==> config.mk <==
export PLATFORM = sky130hd
export DESIGN_NAME = dmem_ctrl_flat
export DESIGN_NICKNAME = d
export VERILOG_FILES = /design/src/rtl/dmem_ctrl_if.sv /design/src/rtl/dmem_ctrl.sv /design/src/flat_wrapper.sv
export SDC_FILE = /design/constraint.sdc
export NUM_CORES = 1
export LEC_CHECK = 0
export CAP_MARGIN = 10
export CORE_MARGIN = 1.5
export CORE_UTILIZATION = 39
export DETAILED_ROUTE_END_ITERATION = 8
export PLACE_DENSITY = 0.9
export SYNTH_ARGS = -nofsm -noshare
export SYNTH_HDL_FRONTEND = slang
export SYNTH_SLANG_ARGS = --single-unit
==> constraint.sdc <==
create_clock -name clock -period 3.1 [get_ports clock]
set_clock_uncertainty 0.15 [all_clocks]
set_input_delay 0.62 -clock clock [delete_from_list [all_inputs] [get_ports clock]]
set_output_delay 0.62 -clock clock [all_outputs]
set_load 0.05 [all_outputs]
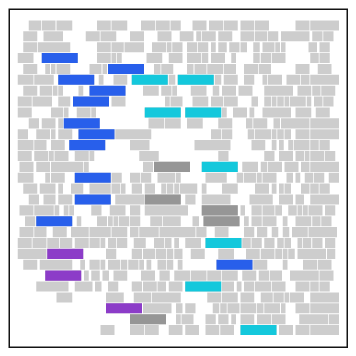
Figure 1: sequential cells colored by netlist name.
(4 px per um)
Key: u_core.wdata_q = cyan [placed flops 8]; u_core.addr_q = blue [placed flops 12]; u_core.starve_cnt = purple [placed flops 3]
Another 5 sequential cells are not colored.
final core utilization: 73.1%
sequential cell power: 661 uW
register fraction of the total cell area: 15.1%
FF+latch area: 701 um2

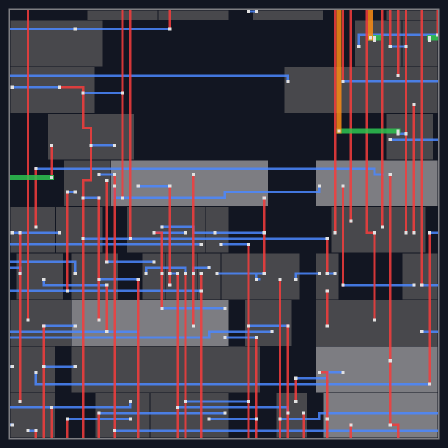
Figure 2: a small window of the routed layout.
Window x 30 to 55, y 30 to 55 um. Cells in gray, sequential cells in the stronger gray; small squares are vias.
Key: metal 1 = blue; metal 2 = red; metal 4 = orange; metal 3 = green
34 logic cells have their middle in the window. Sequential cells in the window: 5. Most frequent: buf_4 (9), dfrtp_1 (5).

==> README.md <==
| Step | Metric | This run |
|---|---|---|
| cells and area | FILL cells | 473 |
| power and ir drop | Design internal power | 1.66 mW |
| place | Worst setup slack after placement | -0.0242 ns |
| cells and area | Final sequential cell count | 28 |
| synth | Synth mux share | 24.0% |
| critical path | CP Launch Type | primary input |
| die | Number of rows in the core area | 29 |
| synth | Yosys chip area | 2560 um2 |
| global routing | Peak-usage layer in the global routing report | met2 |
| clock tree | Clock sink count | 28 |
| synth | Mean post-synth cell area | 8.27 um2 |
| power and ir drop | Clock power frac | 9.2% |
| clock tree | Clock transition time at the flip-flop clock pins of the worst setup and hold paths | 0.10 ns |
| synth | Share of the synthesized netlist area taken by xor and xnor gates | 0% |
| synth | Yosys cell types | 42 |
| drt | Met3 wire length | 689 um |
| power and ir drop | Sequential Power Share | 20.6% |
| place | # placed instances | 535 |
| global routing | Vias in the first global route | 2930 |
| power and ir drop | Power Total | 3.21 mW |
| power and ir drop | Combinational power share | 70.2% |
| drt | Post-detailed-route via-to-cell ratio | 5.51 |
| synth | Area leader share | 27.3% |
| final timing | Final critical-path setup slack | 0.0495 ns |
| clock tree | CTS buffer count | 3 |
| cells and area | Combinational fraction of the cell area | 40.0% |
| synth | Share of async-settable or async-resettable flops after synthesis | 100% |
| clock tree | Buffer type at the clock tree root | clkbuf_8 |
| place | DPL Wire Length | 7130 um |
| critical path | Required time worst endpoint | 2.33 ns |
| power and ir drop | Comb pwr | 2.25 mW |
| power and ir drop | Power spent charging and discharging nets | 1.55 mW |
| final timing | Final Slew Violations | 0 |
| drt | Metal2 WL | 4900 um |
| critical path | Cell class contributing the biggest share of worst-path delay | buffers and inverters |
| power and ir drop | Leakage power | 2.09 nW |
| drt | Met1 Routed Length | 3530 um |
| synth | Top cells by instance count after synthesis | nand2_1 (44), mux2i_1 (40), dfrtp_1 (28) |
| critical path | Worst Reg2Reg Path Length in Cells | 8 |
| drt | Antenna Nets Post-Route | 0 |
| critical path | Delay of the slowest cell on the worst path | 0.47 ns |
| worst hold path | Instance count along the most critical hold path | 1 |
| cells and area | Count of non-filler cells in the finished layout | 541 |
| synth | Tally of yosys warning messages | 0 |
| die | Number of tap instances | 77 |
| die | Overall die height | 84.1 um |
| die | Chip area | 7070 um2 |
| cells and area | Layout overhead on the synthesized area | 81.1% |
| cells and area | Logic cell area | 1860 um2 |
| power and ir drop | Top pwr grp | combinational cells |
| final timing | Minimum hold slack | 0.374 ns |
| drt | DRT iter0 DRCs | 106 |
| synth | Most common flop cell mapped by yosys | dfrtp_1 |
| final timing | Max_slew headroom | 65.8% |
| job | Count of warning messages emitted by the tools | 31 |
| place | GPL Wtd Cong | 0.890 |
| synth | Cell taking the most area after synthesis | dfrtp_1 |
| drt | Total via count after detailed routing | 2983 |
| critical path | Cell breakdown of the critical path | clkdlybuf4s50_1, buf_4, clkinvlp_4, nand2_1, or3_1, buf_6, o21ai_2, buf_6 |
| drt | Routed wire length per instance | 17.3 um |
| clock tree | Maximum buffer depth of the clock tree | 2 |
| synth | Net count of the mapped netlist | 396 |
| place | Port Buf Inserts | 143 |
| synth | Adder and majority cell fraction of the synthesized area | 2.93% |
| power and ir drop | PD cells | 691 nW/um2 |
| global routing | Initial antenna violation count | 0 |
| synth | Basic-gate share of the synthesized area counting and, or, nand and nor cells | 23.0% |
| job | Number of maximum-capacitance constraint violations | 0 |
| power and ir drop | Largest voltage drop on the vdd net | 0.000465 V |
| synth | Largest logic family | multiplexers |
| cells and area | Number of inverters outside the clock class in the layout | 19 |
| power and ir drop | Clk pwr | 296 uW |
| synth | Post-synthesis instance total | 310 |
| cells and area | Max reg flops | 12 |
| cells and area | Share of cells above drive strength 1 | 34.1% |
| critical path | Arrival @ worst endpoint | 2.28 ns |
| critical path | Most frequent cell on the critical path | buf_6 |
| cells and area | Most common cell after layout, fill and taps aside | clkdlybuf4s50_1 |
| cells and area | Layout Cell Area excl Fill | 4640 um2 |
| die | Placeable Area | 6350 um2 |
| cells and area | Fraction of area in clock buffers and inverters | 1.54% |
| global routing | Global routing met1 resource utilization | 28.9% |
| final timing | Hold Vio Cnt, Final | 0 |
| clock tree | Hold buffers post-CTS | 0 |
| drt | Routed wire length | 9350 um |
| die | I/O pin cnt | 144 |
| place | Instance area after placement | 4380 um2 |
| drt | Highest Signal Layer | met4 |
| cells and area | Multi-input gates | 240 |
| synth | Area fraction in compound gates | 14.6% |
| drt | Length of the first detailed-routing pass in iterations | 6 |
| critical path | WP buf/inv | 5 |
| drt | Post-route DRC | 0 |
| critical path | CP max stage cell | clkdlybuf4s50_1 |
| synth | Most frequent cell after synthesis | nand2_1 |
| die | Die span in x | 84.1 um |
| synth | FF+latch count, synth | 28 |
| synth | Cells in synth_stat.txt | 310 |
| final timing | Total negative setup slack | 0 ns |
| clock tree | Post-cts sizing count | 10 |
| global routing | Pin count of the biggest net entering global routing | 29 |
| global routing | GR Util met2 | 47.0% |
| die | Initial core utilization | 40.4% |
| clock tree | # H-tree levels | 1 |
| critical path | Register-to-register setup slack | 0.83 ns |
| cells and area | Nets | 551 |
| final timing | Highest clock frequency the design can meet | 328 MHz |
| critical path | Critical Setup Path Class | primary input to output port |
| synth | Cell area leaders | dfrtp_1 (27%), mux2i_1 (16%), mux2_2 (7.9%) |
| outcome | Run status | complete, no violations |
| critical path | Levels on crit path | 8 |
| synth | Number of enable flip-flop cells | 0 |
| synth | Post-synthesis instance area | 2560 um2 |
| final timing | Total setup violations reported at the end of the flow | 0 |
| final timing | Transition time of the tightest slew-check pin | 0.511 ns |
| critical path | Crit-path max FO | 11 |
| cells and area | Final-layout clock buffer total | 3 |
| global routing | GR met3 Demand/Resource | 3.76% |
| clock tree | CTS tree | yes |
| cells and area | Leading cell category by total area | logic gates |
| synth | Post-synthesis sequential area ratio | 27.3% |
| clock tree | Post-CTS setup-driven buffer insertion count | 0 |
| cells and area | Relative area of non-clock buffer cells in the final design | 39.7% |
| worst hold path | Class of the tightest hold or removal check | flip-flop to flip-flop |
| cells and area | Number of antenna diodes | 0 |
| critical path | Category of the worst setup path capture point | output port |
| cells and area | Most frequent cells in the layout | clkdlybuf4s50_1 (78), buf_4 (61), nand2_1 (43), mux2i_1 (31), dfrtp_1 (28) |
No activity file was given, so power comes from the tool's default toggle rates.
